## src/rtl/pc_seq_pkg.sv

```systemverilog
// Shared types and helpers for the program-counter sequencer.
// - op_e: one operation selected per cycle from the control-unit strobes.
// - Strb*: bit positions of the strobe vector handed to decode_op.
// - decode_op: fixed-priority encoder CLR > INTR > RET > CALL > LD > SKIP > INC.
package pc_seq_pkg;

  typedef enum logic [2:0] {
    OP_NONE,
    OP_INC,
    OP_SKIP,
    OP_LD,
    OP_CALL,
    OP_RET,
    OP_INTR,
    OP_CLR
  } op_e;

  localparam int unsigned StrbInc  = 0;
  localparam int unsigned StrbSkip = 1;
  localparam int unsigned StrbLd   = 2;
  localparam int unsigned StrbCall = 3;
  localparam int unsigned StrbRet  = 4;
  localparam int unsigned StrbIntr = 5;
  localparam int unsigned StrbClr  = 6;

  // Only the highest-priority strobe survives; the rest are ignored entirely.
  function automatic op_e decode_op(input logic [6:0] strb);
    if (strb[StrbClr])       return OP_CLR;
    else if (strb[StrbIntr]) return OP_INTR;
    else if (strb[StrbRet])  return OP_RET;
    else if (strb[StrbCall]) return OP_CALL;
    else if (strb[StrbLd])   return OP_LD;
    else if (strb[StrbSkip]) return OP_SKIP;
    else if (strb[StrbInc])  return OP_INC;
    else                     return OP_NONE;
  endfunction

endpackage

```

## src/rtl/pc_sequencer_if.sv

```systemverilog
// Control-unit <-> program-counter bundle.
// - master: control unit; drives op strobes, err_clr and data; observes the PC and stack status.
// - slave:  pc_sequencer; the reverse.
// Signals: clr, inc, skip, ld, call, ret, intr, err_clr (strobes), data (W-bit target),
//          q (registered PC), sp (0..DEPTH), stk_empty, stk_full, stk_err (sticky).
interface pc_sequencer_if #(
  parameter int unsigned W     = 12,
  parameter int unsigned DEPTH = 4
);

  logic                     clr;
  logic                     inc;
  logic                     skip;
  logic                     ld;
  logic                     call;
  logic                     ret;
  logic                     intr;
  logic                     err_clr;
  logic [W-1:0]             data;
  logic [W-1:0]             q;
  logic [$clog2(DEPTH):0]   sp;
  logic                     stk_empty;
  logic                     stk_full;
  logic                     stk_err;

  modport master (
    output clr, inc, skip, ld, call, ret, intr, err_clr, data,
    input  q, sp, stk_empty, stk_full, stk_err
  );

  modport slave (
    input  clr, inc, skip, ld, call, ret, intr, err_clr, data,
    output q, sp, stk_empty, stk_full, stk_err
  );

endinterface

```

## src/rtl/pc_ret_stack.sv

```systemverilog
// Return-address LIFO for the program counter.
// Ports: clk, rst_n (async active-low, clears sp only), push/pop/flush strobes,
//        push_data (W), sp (0..DEPTH), top (entry at sp-1), full, empty.
// flush beats push beats pop; push when full and pop when empty are ignored.
module pc_ret_stack #(
  parameter int unsigned W     = 12,
  parameter int unsigned DEPTH = 4
) (
  input  logic                   clk,
  input  logic                   rst_n,
  input  logic                   push,
  input  logic                   pop,
  input  logic                   flush,
  input  logic [W-1:0]           push_data,
  output logic [$clog2(DEPTH):0] sp,
  output logic [W-1:0]           top,
  output logic                   full,
  output logic                   empty
);

  localparam int unsigned AW = $clog2(DEPTH);
  localparam logic [AW:0] SpFull = DEPTH[AW:0];

  logic [W-1:0]  mem [DEPTH];
  logic [AW:0]   sp_q, sp_d;
  logic [AW-1:0] top_idx;
  logic          do_push;

  assign full    = (sp_q == SpFull);
  assign empty   = (sp_q == '0);
  assign do_push = push && !full && !flush;

  always_comb begin
    sp_d = sp_q;
    if (flush) begin
      sp_d = '0;
    end else if (do_push) begin
      sp_d = sp_q + (AW + 1)'(1);
    end else if (pop && !empty) begin
      sp_d = sp_q - (AW + 1)'(1);
    end
  end

  always_ff @(posedge clk or negedge rst_n) begin
    if (!rst_n) begin
      sp_q <= '0;
    end else begin
      sp_q <= sp_d;
    end
  end

  // Storage is deliberately unreset: entries at or above sp are never read.
  always_ff @(posedge clk) begin
    if (do_push) begin
      mem[sp_q[AW-1:0]] <= push_data;
    end
  end

  // Wraps to DEPTH-1 when sp is DEPTH (low bits zero); meaningless when empty.
  assign top_idx = sp_q[AW-1:0] - AW'(1);
  assign top     = mem[top_idx];
  assign sp      = sp_q;

endmodule

```

## src/rtl/pc_sequencer.sv

```systemverilog
// Program counter with skip, call/return via a hardware return stack, and interrupt vectoring.
// Ports: clk, rst_n (async active-low), bus (pc_sequencer_if.slave): op strobes and data in,
//        registered PC q, stack pointer sp, stk_empty/stk_full, sticky stk_err out.
// One op per cycle by fixed priority; every effect lands on the next rising edge.
module pc_sequencer
  import pc_seq_pkg::*;
#(
  parameter int unsigned W         = 12,
  parameter int unsigned DEPTH     = 4,
  parameter logic [W-1:0] RESET_VEC = '0,
  parameter logic [W-1:0] INT_VEC   = {{(W-1){1'b0}}, 1'b1}
) (
  input logic            clk,
  input logic            rst_n,
  pc_sequencer_if.slave  bus
);

  op_e          op;
  logic [W-1:0] q_q, q_d;
  logic         err_q, err_d;
  logic         err_set;
  logic         push, pop, flush;
  logic [W-1:0] push_data;
  logic [W-1:0] top;
  logic         full, empty;
  logic [W-1:0] q_inc;

  assign op    = decode_op({bus.clr, bus.intr, bus.ret, bus.call, bus.ld, bus.skip, bus.inc});
  assign q_inc = q_q + W'(1);

  pc_ret_stack #(
    .W     (W),
    .DEPTH (DEPTH)
  ) u_stack (
    .clk       (clk),
    .rst_n     (rst_n),
    .push      (push),
    .pop       (pop),
    .flush     (flush),
    .push_data (push_data),
    .sp        (bus.sp),
    .top       (top),
    .full      (full),
    .empty     (empty)
  );

  always_comb begin
    q_d       = q_q;
    push      = 1'b0;
    pop       = 1'b0;
    flush     = 1'b0;
    push_data = q_inc;
    err_set   = 1'b0;
    unique case (op)
      OP_CLR: begin
        q_d   = RESET_VEC;
        flush = 1'b1;
      end
      OP_INTR: begin
        // Interrupted instruction has not executed yet, so save the PC unincremented.
        q_d       = INT_VEC;
        push      = !full;
        push_data = q_q;
        err_set   = full;
      end
      OP_RET: begin
        if (empty) begin
          // Underflow degrades to a plain increment so fetch keeps moving.
          q_d     = q_inc;
          err_set = 1'b1;
        end else begin
          q_d = top;
          pop = 1'b1;
        end
      end
      OP_CALL: begin
        // Jump happens even on overflow; only the return address is lost.
        q_d     = bus.data;
        push    = !full;
        err_set = full;
      end
      OP_LD:   q_d = bus.data;
      OP_SKIP: q_d = q_q + W'(2);
      OP_INC:  q_d = q_inc;
      OP_NONE: q_d = q_q;
      default: q_d = q_q;
    endcase
  end

  // A new error in the same cycle as err_clr must not be lost.
  always_comb begin
    err_d = err_q;
    if (err_set) begin
      err_d = 1'b1;
    end else if (bus.err_clr) begin
      err_d = 1'b0;
    end
  end

  always_ff @(posedge clk or negedge rst_n) begin
    if (!rst_n) begin
      q_q   <= RESET_VEC;
      err_q <= 1'b0;
    end else begin
      q_q   <= q_d;
      err_q <= err_d;
    end
  end

  assign bus.q         = q_q;
  assign bus.stk_err   = err_q;
  assign bus.stk_empty = empty;
  assign bus.stk_full  = full;

endmodule

```

## src/flat_wrapper.sv

```systemverilog
// flat-port wrapper written by rule: the top's interface ports become plain ports
module pc_sequencer_flat import pc_seq_pkg::*;
#(
  parameter int unsigned W         = 12,
  parameter int unsigned DEPTH     = 4,
  parameter logic [W-1:0] RESET_VEC = '0,
  parameter logic [W-1:0] INT_VEC   = {{(W-1){1'b0}}, 1'b1}
)
  (clk, rst_n, bus_clr, bus_inc, bus_skip, bus_ld, bus_call, bus_ret, bus_intr, bus_err_clr, bus_data, bus_q, bus_sp, bus_stk_empty, bus_stk_full, bus_stk_err);
  pc_sequencer_if #(.W(W), .DEPTH(DEPTH)) bus_i ();
  input logic clk;
  input logic rst_n;
  input wire logic [$bits(bus_i.clr)-1:0] bus_clr;
  input wire logic [$bits(bus_i.inc)-1:0] bus_inc;
  input wire logic [$bits(bus_i.skip)-1:0] bus_skip;
  input wire logic [$bits(bus_i.ld)-1:0] bus_ld;
  input wire logic [$bits(bus_i.call)-1:0] bus_call;
  input wire logic [$bits(bus_i.ret)-1:0] bus_ret;
  input wire logic [$bits(bus_i.intr)-1:0] bus_intr;
  input wire logic [$bits(bus_i.err_clr)-1:0] bus_err_clr;
  input wire logic [$bits(bus_i.data)-1:0] bus_data;
  output wire logic [$bits(bus_i.q)-1:0] bus_q;
  output wire logic [$bits(bus_i.sp)-1:0] bus_sp;
  output wire logic [$bits(bus_i.stk_empty)-1:0] bus_stk_empty;
  output wire logic [$bits(bus_i.stk_full)-1:0] bus_stk_full;
  output wire logic [$bits(bus_i.stk_err)-1:0] bus_stk_err;
  assign bus_i.clr = bus_clr;
  assign bus_i.inc = bus_inc;
  assign bus_i.skip = bus_skip;
  assign bus_i.ld = bus_ld;
  assign bus_i.call = bus_call;
  assign bus_i.ret = bus_ret;
  assign bus_i.intr = bus_intr;
  assign bus_i.err_clr = bus_err_clr;
  assign bus_i.data = bus_data;
  assign bus_q = bus_i.q;
  assign bus_sp = bus_i.sp;
  assign bus_stk_empty = bus_i.stk_empty;
  assign bus_stk_full = bus_i.stk_full;
  assign bus_stk_err = bus_i.stk_err;
  pc_sequencer #(.W(W), .DEPTH(DEPTH), .RESET_VEC(RESET_VEC), .INT_VEC(INT_VEC)) u_core (.clk(clk), .rst_n(rst_n), .bus(bus_i));
endmodule
```

## config.mk

```make
export PLATFORM = sky130hd
export DESIGN_NAME = pc_sequencer_flat
export DESIGN_NICKNAME = d
export VERILOG_FILES = /design/src/rtl/pc_seq_pkg.sv /design/src/rtl/pc_sequencer_if.sv /design/src/rtl/pc_ret_stack.sv /design/src/rtl/pc_sequencer.sv /design/src/flat_wrapper.sv
export SDC_FILE = /design/constraint.sdc
export NUM_CORES = 1
export LEC_CHECK = 0
export ABC_AREA = 1
export CORE_MARGIN = 3
export CORE_UTILIZATION = 40
export CTS_BUF_LIST = sky130_fd_sc_hd__clkbuf_4
export CTS_CLUSTER_DIAMETER = 150
export DETAILED_ROUTE_END_ITERATION = 12
export PLACE_DENSITY = 0.63
export SLEW_MARGIN = 0
export SYNTH_ARGS = -nofsm -noshare
export SYNTH_HDL_FRONTEND = slang
export SYNTH_SLANG_ARGS = --single-unit
```

## constraint.sdc

```tcl
create_clock -name clk -period 3.3 [get_ports clk]
set_input_delay 0.66 -clock clk [delete_from_list [all_inputs] [get_ports clk]]
set_output_delay 0.66 -clock clk [all_outputs]
set_load 0.02 [all_outputs]
```

==> Slide: Implementation Results, run 1 <==
Physical Implementation Snapshot

Finish
  – NumNets Final: 492
  – Fin area: 4360 µm²
  – Top cell excl fill/tap: nand2_1
  – Most numerous logic cells after layout: 121 x nand2_1, 48 x edfxtp_1, 40 x inv_1
  – Area Overhead vs Synth: 19.7%

Worst setup path
  – Setup CP Type: reg -> out
  – Worst-path fanout max: 7
  – Most used cell along the critical path: inv_1
  – Worst path top cell family by delay: buffers and inverters
  – WP data required: 2640 ps
  – Crit path buffers/inverters: 3
  – CP arrival: 2330 ps
  – Crit end category: primary output
  – Crit path largest cell delay: 690 ps
  – Sequence of cells on the critical path: inv_1 -> ha_1 -> inv_1 -> nor2_2 -> clkdlybuf4s50_1

Power
  – Clock power frac: 0.210
  – Sequential share of power: 0.370
  – P per Cell Area: 695 nW/µm²
  – LEAKAGE: 1.81 nW
  – Switching share of power: 0.403
  – Comb power frac: 0.420
  – Net switching power: 1.22 mW

Timing
  – Final Slew Violations: 0
  – Final period utilization: 0.906
  – Max Clk Rate: 334 MHz
  – Final hold vios: 0
  – RSZ-0062 raised after global routing: no
  – Worst-Margin Slew: 831 ps
  – Tmin final: 2990 ps
  – Setup TNS: 0 ps

Clock network
  – Resized cells post-CTS: 0
  – Post-CTS setup buffer count: 0
  – CTS Buffer Depth: 2
  – CTS Hold Bufs: 0
  – CTS buffer count: 9
  – Max H-tree Level: 3

Floorplanning
  – DIE AREA: 10300 µm²
  – Ports: 40
  – Fp_density: 0.414
  – Die Span X: 101 µm

Yosys
  – Post-synth EDFFs: 48
  – Mean post-synth cell area: 8.81 µm²
  – YS chip area: 3650 µm²
  – Synth warn: 0
  – Synth cell types: 35
  – Post-synth ARST share: 0.250
  – Syn Std Cell Area: 3650 µm²
  – Dominant Register Cell: edfxtp_1

Global routing
  – Vias in the first global route: 2751
  – Pin count of the biggest net entering global routing: 30
  – Initial antenna violation count: 0
  – GRT overflow: 0

Run
  – Tool warnings: 29

Run status
  – Status: finished, final reports clean

Placed design
  – Routability cong.: 0.897
  – DP HPWL: 6.38 mm
  – Dpl ws: 633 ps

Route
  – DR pass1 iterations: 5
  – Post-route ant nets: 0

Hold path
  – HP Class: reg -> reg
## run 1: Yosys cell counts (3+ instances only)
cell        n  area, µm²
nand2_4     6       67.6
ha_1        7       87.6
nand2_1   121        454
dfrtp_1    16        400
nor3_2      3       30.0
nor3_1      3       15.0
a22o_1      7       61.3
nand4_1    11       68.8
xor2_1     12        105
o21ai_0    15       75.1
inv_1      40        150
clkbuf_1    3       11.3
a22oi_1     3       22.5
inv_2       5       18.8
o21ai_1     3       15.0
nor2_4      3       33.8
nor2_1     32        120
nor2_2      5       31.3
buf_2       6       30.0
nand3_1    25        125
a21oi_1    24        120
edfxtp_1   48       1440
## run 1: power by group through the flow
| stage | clock, mW | sequential, mW | combinational, mW |
|---|---|---|---|
| CTS | 0.653 | 1.12 | 1.28 |
| global placement | 0 | 1.14 | 1.27 |
| global route | 0.692 | 1.14 | 1.42 |
| detailed placement | 0 | 1.14 | 1.27 |
| floorplan | 0 | 1.18 | 0.792 |
| finish | 0.637 | 1.12 | 1.27 |
## run 1: registers in the layout (all words and copies together) (netlist names)
| name | cells |
|---|---|
| u_core.bus.stk_err | 1 |
| u_core.u_stack.mem | 48 |
| u_core.u_stack.sp | 3 |
| u_core.bus.q | 12 |
## run 1: metrics by stage
stage,std cells,total power [mW]
2_1_floorplan,414,1.97
5_1_grt,576,3.25
6_report,576,3.03
4_1_cts,576,3.06
3_3_place_gp,560,2.40
3_5_place_dp,560,2.41
## run 1: final cells by class
type / instances / area (µm²)
fillers: 838 / 4440
flip-flops and latches: 64 / 1840
multi-input cells: 295 / 1590
repair buffers: 48 / 458
inverters: 45 / 169
well taps: 108 / 135
clock inverters: 7 / 103
clock buffers: 9 / 67.6
## run 1: path summary, 6_finish.rpt
kind | startpoint | endpoint | cells past startpoint
setup / recovery | u_core.u_stack.sp[1] | bus_stk_empty | 5
hold / removal | u_core.bus.stk_err | u_core.bus.stk_err | 2
setup reg to reg | u_core.bus.q[0] | u_core.u_stack.mem[3][6] | 6
hold reg to reg | u_core.bus.stk_err | u_core.bus.stk_err | 2
max in group asynchronous | rst_n | u_core.bus.q[0] | 1
min in group asynchronous | rst_n | u_core.u_stack.sp[2] | 1
## run 1: worst min-delay path, delay by kind of cell (launching register included)
family	cells	cell delay [ps]
buf+inv	1	60
flops	1	410
compound gates	1	100
## run 1: per-layer routing
layer,wire (µm),vias up,global-route usage
met2,4200,105,0.283
li1,-,1488,-
met3,629,2,0.0468
met5,0,-,0
met4,31,0,0.0429
met1,4140,1403,0.257
## run 1: cell families after synthesis
family	synth area share
DFF	0.505
buffers and inverters	0.0590
AOI/OAI and AO/OA	0.0964
adders and majority gates	0.0240
xor gates and xnor gates	0.0288
and+or+nand+nor	0.287
==> run_1/route_heat.png <==
20 x 20 tiles, from white (low) to dark blue (high), scaled to the fullest tile. Values are wire area over tile area, all layers added.
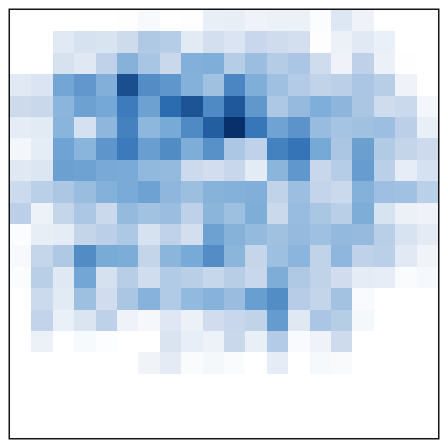
The fullest tile reaches 0.60. 11% of the tiles are over half the peak. The mean over all tiles is 0.14. 28% of the tiles are nearly empty. The emptiest ninth of the die: bottom right.
DR vias: 2998
DR WL/cell: 15.6 µm
DRT Wirelength: 9.01 mm
GRT Resource Usage Total: 0.182

==> run_1/closeup.png <==
Scale bar: 5 µm. Window x 41 to 61, y 61 to 81 µm. Cells in gray, sequential cells in the stronger gray; small squares are vias.
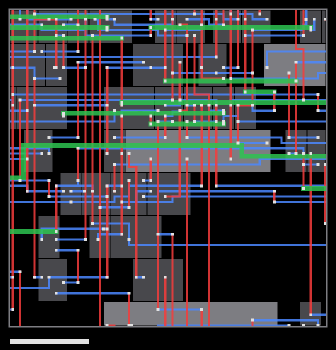
Key: M3 = green; M2 = red; M1 = blue
34 logic cells have their middle in the window. Most frequent: nand2_1 (6), o21ai_0 (5), xor2_1 (5). Sequential cells in the window: 2. Netlist names of flops here include u_core.bus.q (1), u_core.u_stack.mem (1).

==> run_1/clock_nets.png <==
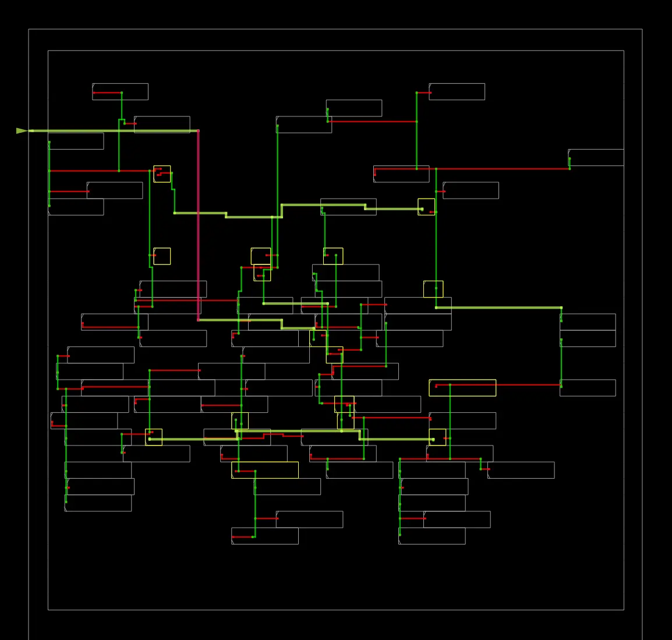
CLK BUF: 9
# clock sinks: 64
sequential cell count: 64
Clk power: 637 µW
clk latency late pin: 430 ps

==> run_1/pinout.png <==
Scale bar: 20 µm. Pins as bars across the die edge, other pins in gray.
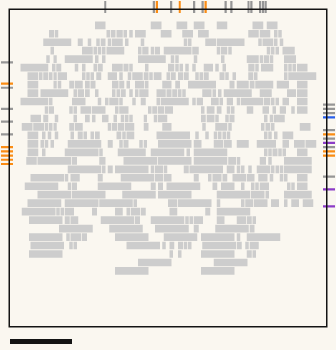

==> run 1 -> run 2 <==
--- a/config.mk
+++ b/config.mk
@@ -5,13 +5,13 @@
 export SDC_FILE = /design/constraint.sdc
 export NUM_CORES = 1
 export LEC_CHECK = 0
-export ABC_AREA = 1
 export CORE_MARGIN = 3
 export CORE_UTILIZATION = 40
 export CTS_BUF_LIST = sky130_fd_sc_hd__clkbuf_4
 export CTS_CLUSTER_DIAMETER = 150
 export DETAILED_ROUTE_END_ITERATION = 12
 export PLACE_DENSITY = 0.63
+export SKIP_LAST_GASP = 1
 export SLEW_MARGIN = 0
 export SYNTH_ARGS = -nofsm -noshare
 export SYNTH_HDL_FRONTEND = slang
==> run_2/pinout.png <==
Scale bar: 20 µm. Pins as bars across the die edge, other pins in gray.
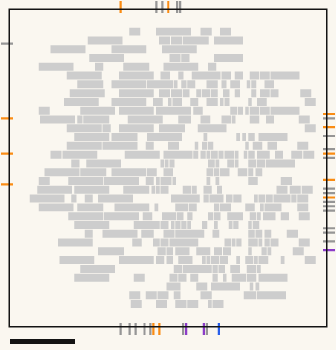
Key: bus_data = orange [pins 12, direction input, edge 5 right, 3 left, 2 top, 2 bottom]; bus_sp = purple [pins 3, direction output, edge 2 bottom, 1 right]; bus_stk_full = blue [pins 1, direction output, edge bottom]
All pins by edge: 18 right, 12 bottom, 6 top, 4 left.

==> Slide: Implementation Results, run 2 <==
Physical Implementation Snapshot

Clock network
  – Max H-tree Level: 3 (unchanged)
  – CTS buffer count: 9 (unchanged)
  – CTS Buffer Depth: 2 (unchanged)
  – CTS Hold Bufs: 0 (unchanged)
  – Clk latency late pin: 420 ps (was 430 ps)
  – Resized cells post-CTS: 0 (unchanged)
  – # clock sinks: 64 (unchanged)

Global routing
  – Pin count of the biggest net entering global routing: 19 (was 30)
  – GRT overflow: 0 (unchanged)
  – GRT Resource Usage Total: 0.181 (was 0.182)
  – Vias in the first global route: 2409 (was 2751)
  – Initial antenna violation count: 0 (unchanged)

Yosys
  – YS chip area: 3370 µm² (was 3650 µm²)
  – Syn Std Cell Area: 3370 µm² (was 3650 µm²)
  – Dominant Register Cell: edfxtp_1 (unchanged)
  – Top-area cell share: 0.427 (was 0.395)
  – Synth warn: 0 (unchanged)
  – Post-synth EDFFs: 48 (unchanged)
  – Post-synth ARST share: 0.250 (unchanged)
  – Area contributors post-synth: edfxtp_1 43%, dfrtp_1 12%, mux4_2 8.0%, xnor2_1 3.6%, ha_1 2.6% (was edfxtp_1 40%, nand2_1 12%, dfrtp_1 11%, inv_1 4.1%, nand3_1 3.4%)
  – Leading area contributor after synthesis: edfxtp_1 (unchanged)
  – Most frequent cells after synthesis: 48 x edfxtp_1, 19 x nor2_1, 16 x dfrtp_1, 15 x inv_1, 14 x xnor2_1 (was 121 x nand2_1, 48 x edfxtp_1, 40 x inv_1, 32 x nor2_1, 25 x nand3_1)
  – Mean post-synth cell area: 12.4 µm² (was 8.81 µm²)
  – Most common cell in the netlist: edfxtp_1 (was nand2_1)
  – Synth cell types: 54 (was 35)

Timing
  – RSZ-0062 raised after global routing: no (unchanged)
  – Final Slew Violations: 0 (unchanged)
  – Max Clk Rate: 357 MHz (was 334 MHz)
  – Setup TNS: 0 ps (unchanged)
  – Worst-Margin Slew: 792 ps (was 831 ps)
  – Final hold vios: 0 (unchanged)
  – Final period utilization: 0.848 (was 0.906)
  – Skew final: 16.4 ps (was 24.5 ps)
  – Tmin final: 2800 ps (was 2990 ps)

Finish
  – Area Overhead vs Synth: 18.5% (was 19.7%)
  – Top cell excl fill/tap: edfxtp_1 (was nand2_1)
  – Layout cells sized above 1: 0.144 (was 0.124)
  – Most numerous logic cells after layout: 48 x edfxtp_1, 39 x clkdlybuf4s50_1, 19 x nor2_1 (was 121 x nand2_1, 48 x edfxtp_1, 40 x inv_1)
  – NumNets Final: 343 (was 492)
  – Max FFs per register: 48 (unchanged)
  – FILL cells: 695 (was 838)
  – Final std cells w/o fill: 421 (was 576)

Run status
  – Status: finished, final reports clean (unchanged)

Worst setup path
  – WP data required: 2640 ps (about the same)
  – Most used cell along the critical path: inv_1 (unchanged)
  – CP arrival: 2140 ps (was 2330 ps)
  – Worst-path fanout max: 7 (unchanged)
  – Sequence of cells on the critical path: inv_1 -> ha_1 -> nand2_1 -> inv_1 -> clkdlybuf4s50_1 (was inv_1 -> ha_1 -> inv_1 -> nor2_2 -> clkdlybuf4s50_1)
  – Worst path top cell family by delay: buffers and inverters (unchanged)
  – Setup CP Type: reg -> out (unchanged)
  – Crit end category: primary output (unchanged)
  – Crit path buffers/inverters: 3 (unchanged)

Floorplanning
  – Fp_density: 0.423 (was 0.414)
  – DIE AREA: 9570 µm² (was 10300 µm²)
  – Die Span X: 97.8 µm (was 101 µm)
  – Ports: 40 (unchanged)

Route
  – Routed vias/inst: 5.82 (was 5.20)
  – DR WL/cell: 19.5 µm (was 15.6 µm)
  – Post-route ant nets: 0 (unchanged)
  – DR vias: 2452 (was 2998)
  – DRT Wirelength: 8.20 mm (was 9.01 mm)

Run
  – Tool warnings: 29 (unchanged)

Power
  – Net switching power: 895 µW (was 1.22 mW)
  – LEAKAGE: 1.40 nW (was 1.81 nW)
  – P per Cell Area: 619 nW/µm² (was 695 nW/µm²)
  – Switching share of power: 0.362 (was 0.403)
  – Clock power frac: 0.189 (was 0.210)
  – Sequential share of power: 0.451 (was 0.370)
  – Comb power frac: 0.361 (was 0.420)

Placed design
  – Routability cong.: 0.851 (was 0.897)
  – Cell total after placement: 405 (was 560)
  – DP HPWL: 5.76 mm (was 6.38 mm)

Hold path
  – HP Class: reg -> reg (unchanged)
## run 2: cell types whose count changed in the layout (fill, tap and decap cells not counted), moves of 6 or more
cell	change
nand3_1	-16
o21ai_0	-9
nand4_1	-9
xnor2_1	+14
xor2_1	-10
mux4_2	+12
nand2_4	-6
a22o_1	-7
nand2_1	-108
nor2_1	-13
inv_1	-25
a21oi_1	-13
## run 2: worst paths after layout
kind | from | end | slack, ps | depth (start not counted)
worst max-delay path | u_core.u_stack.sp[1] | bus_stk_full | 500 | 5
worst min-delay path | u_core.bus.stk_err | u_core.bus.stk_err | 550 | 2
worst max register to register | u_core.u_stack.sp[1] | u_core.bus.q[4] | 890 | 6
worst min register to register | u_core.bus.stk_err | u_core.bus.stk_err | 550 | 2
max in group asynchronous | rst_n | u_core.bus.stk_err | 2130 | 1
min in group asynchronous | rst_n | u_core.bus.q[9] | 680 | 1
## run 2: layout make-up
| cell class | instances | area, µm² | area share |
|---|---|---|---|
| Clock buffer | 9 | 67.6 | 0.0169 |
| Clock inverter | 7 | 47.5 | 0.0119 |
| Inverter | 16 | 60.1 | 0.0150 |
| Multi-Input combinational cell | 176 | 1400 | 0.350 |
| Sequential cell | 64 | 1840 | 0.461 |
| Tap cell | 102 | 128 | 0.0319 |
| Timing Repair Buffer | 47 | 450 | 0.113 |
## run 2: kinds of logic (layout without fill, tap and decap cells)
logic type,after synthesis,count (layout),synth area share
compound gates,59,59,0.133
xor+xnor,16,16,0.0416
fa+ha+maj,7,7,0.0260
buf+inv,31,79,0.0386
flops,64,64,0.546
mux,14,14,0.0868
simple gates,80,80,0.128
## run 2: worst min-delay path: stages, from the launching register on
cell and delay [ps]:
dfrtp_1 390, inv_1 60, o32ai_1 70
## run 2: metal layers
layer,wire length [µm],GRT usage
met1,4070,0.277
met3,487,0.0486
met2,3570,0.252
met5,0,0
met4,74,0.0490
## run 2: power groups by stage
| stage | combinational, mW | clock (mW) | sequential [mW] |
|---|---|---|---|
| after floorplan | 0.549 | 0 | 1.14 |
| after global placement | 0.899 | 0 | 1.13 |
| after detailed placement | 0.895 | 0 | 1.13 |
| after CTS | 0.902 | 0.475 | 1.11 |
| after global routing | 0.963 | 0.514 | 1.13 |
| final | 0.892 | 0.467 | 1.11 |
## run 2: stage by stage
step           instance area [µm²]  hold slack [ps]  utilization  power, mW  setup slack [ps]
2_1_floorplan                 3370              364            -       1.69               669
3_3_place_gp                  3880              530        0.487       2.03               574
3_5_place_dp                  3880              536        0.487       2.03               467
6_report                      4000              547        0.501       2.47               501
5_1_grt                       4000              581        0.501       2.61               319
4_1_cts                       4000              557        0.501       2.49               474
==> run_2/clock_nets.png <==
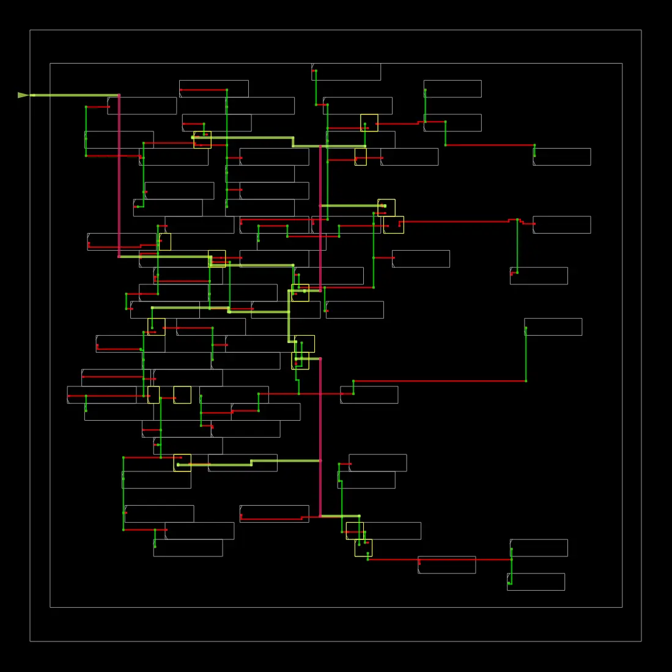

==> run 2 -> run 3 <==
==> constraint.sdc (replaced) <==
create_clock -name clk -period 2.8 [get_ports clk]
set_input_delay 0.56 -clock clk [delete_from_list [all_inputs] [get_ports clk]]
set_output_delay 0.56 -clock clk [all_outputs]
set_load 0.02 [all_outputs]
==> run_3/clock_nets.png <==
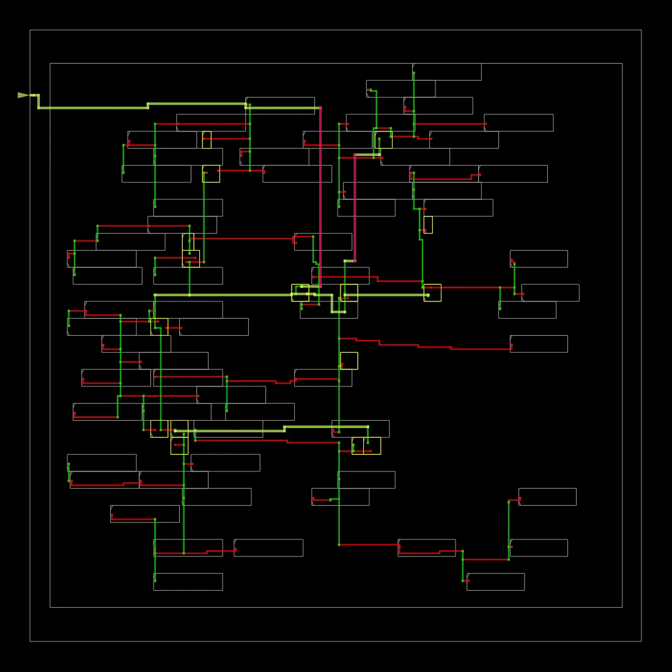
CTS buffer count: 9
skew final: 18.7 ps
CLK BUF: 11
clk latency late pin: 400 ps
Clk power: 531 µW

==> Slide: Implementation Results, run 3 <==
Physical Implementation Snapshot

Placed design
  – Dpl ws: 272 ps (was 467 ps)
  – Routability cong.: 0.875 (was 0.851)

Floorplanning
  – Die Span X: 97.8 µm (unchanged)
  – Ports: 40 (unchanged)
  – Fp_density: 0.423 (unchanged)

Route
  – DR pass1 iterations: 5 (was 6)
  – DR WL/cell: 19.2 µm (was 19.5 µm)
  – DR vias: 2465 (was 2452)
  – Routed vias/inst: 5.76 (was 5.82)

Worst setup path
  – CP arrival: 2130 ps (was 2140 ps)
  – Critical R2R Launch: u_core.u_stack.sp[1] (unchanged)
  – Crit end category: primary output (unchanged)

Timing
  – Final hold vios: 0 (unchanged)
  – Final period utilization: 0.959
  – Final setup margin: 115 ps (was 501 ps)
  – Tmin final: 2690 ps
  – Worst-Margin Slew: 774 ps (was 792 ps)

Yosys
  – Most frequent cells after synthesis: 48 x edfxtp_1, 19 x nor2_1, 16 x dfrtp_1, 15 x inv_1, 14 x xnor2_1 (unchanged)
  – Most common cell in the netlist: edfxtp_1 (unchanged)
  – Synth warn: 0 (unchanged)
  – Top-area cell share: 0.427 (unchanged)

Global routing
  – GRT Resource Usage Total: 0.177 (was 0.181)
  – Pin count of the biggest net entering global routing: 19 (unchanged)
  – Vias in the first global route: 2357 (was 2409)
  – GRT overflow: 0 (unchanged)

Hold path
  – Hold path start: u_core.bus.stk_err (unchanged)
  – Hold Path Stages: 2 (unchanged)

Run status
  – Status: finished, final reports clean (unchanged)

Finish
  – Area Overhead vs Synth: 19.9% (was 18.5%)
  – NumNets Final: 350 (was 343)
  – Layout cells sized above 1: 0.156 (was 0.144)
  – Util after Layout: 0.507 (was 0.501)
  – Top cell excl fill/tap: edfxtp_1 (unchanged)
  – Max FFs per register: 48 (unchanged)

Power
  – Switching share of power: 0.352 (was 0.362)
  – P per Cell Area: 720 nW/µm² (was 619 nW/µm²)

Clock network
  – # clock sinks: 64 (unchanged)
  – Max H-tree Level: 3 (unchanged)
==> run 3: how the worst max path moves through the flow <==
stage                                    start              endpoint  cells past startpoint
after floorplan           u_core.u_stack.sp[0]       u_core.bus.q[3]                      8
after global placement                 bus_clr  u_core.u_stack.sp[2]                      9
after detailed placement               bus_clr  u_core.u_stack.sp[2]                      9
after CTS                 u_core.u_stack.sp[1]          bus_stk_full                      5
after global routing      u_core.u_stack.sp[1]         bus_stk_empty                      5
final                     u_core.u_stack.sp[1]         bus_stk_empty                      5
==> run 3: cells by family after synthesis <==
group	Yosys count	synth area share
flops	64	0.546
fa+ha+maj	7	0.0260
mux	14	0.0868
xor+xnor	16	0.0416
buf+inv	31	0.0386
simple gates	80	0.128
compound gates	59	0.133
==> run 3: stage by stage <==
stage | hold slack [ps] | total power, mW | cell area [µm²]
floorplan | 264 | 1.99 | 3370
global placement | 539 | 2.39 | 3930
detailed placement | 531 | 2.41 | 3930
CTS | 556 | 2.93 | 4040
global route | 582 | 3.07 | 4040
finish | 555 | 2.91 | 4040
==> run 3: worst max-delay path, stage by stage, from the launching register on <==
cell and delay (ps):
dfrtp_1 480, inv_1 170, ha_1 240, nand2b_1 110, inv_2 110, clkdlybuf4s50_1 610
==> run 3: area by class of cell <==
| type | count | area, µm² | share of cell area |
|---|---|---|---|
| Clock buffer | 11 | 82.6 | 0.0204 |
| Multi-Input combinational cell | 176 | 1400 | 0.346 |
| Inverter | 16 | 60.1 | 0.0149 |
| Tap cell | 102 | 128 | 0.0316 |
| Sequential cell | 64 | 1840 | 0.456 |
| Clock inverter | 5 | 25.0 | 0.00619 |
| Timing Repair Buffer | 54 | 505 | 0.125 |
==> run 3: routing by layer <==
| layer | vias up | wire, µm | GRT usage |
|---|---|---|---|
| li1 | 1154 | - | - |
| met2 | 87 | 3760 | 0.269 |
| met1 | 1220 | 3820 | 0.255 |
| met5 | - | 0 | 0 |
| met4 | 0 | 45 | 0.0469 |
| met3 | 4 | 582 | 0.0464 |
==> run 3: power by group through the flow <==
stage | combinational (mW) | sequential [mW] | clock [mW]
2_1_floorplan | 0.647 | 1.35 | 0
3_3_place_gp | 1.06 | 1.33 | 0
3_5_place_dp | 1.07 | 1.34 | 0
4_1_cts | 1.08 | 1.32 | 0.542
5_1_grt | 1.15 | 1.33 | 0.593
6_report | 1.06 | 1.32 | 0.531
No activity file was given, so power comes from the tool's default toggle rates.
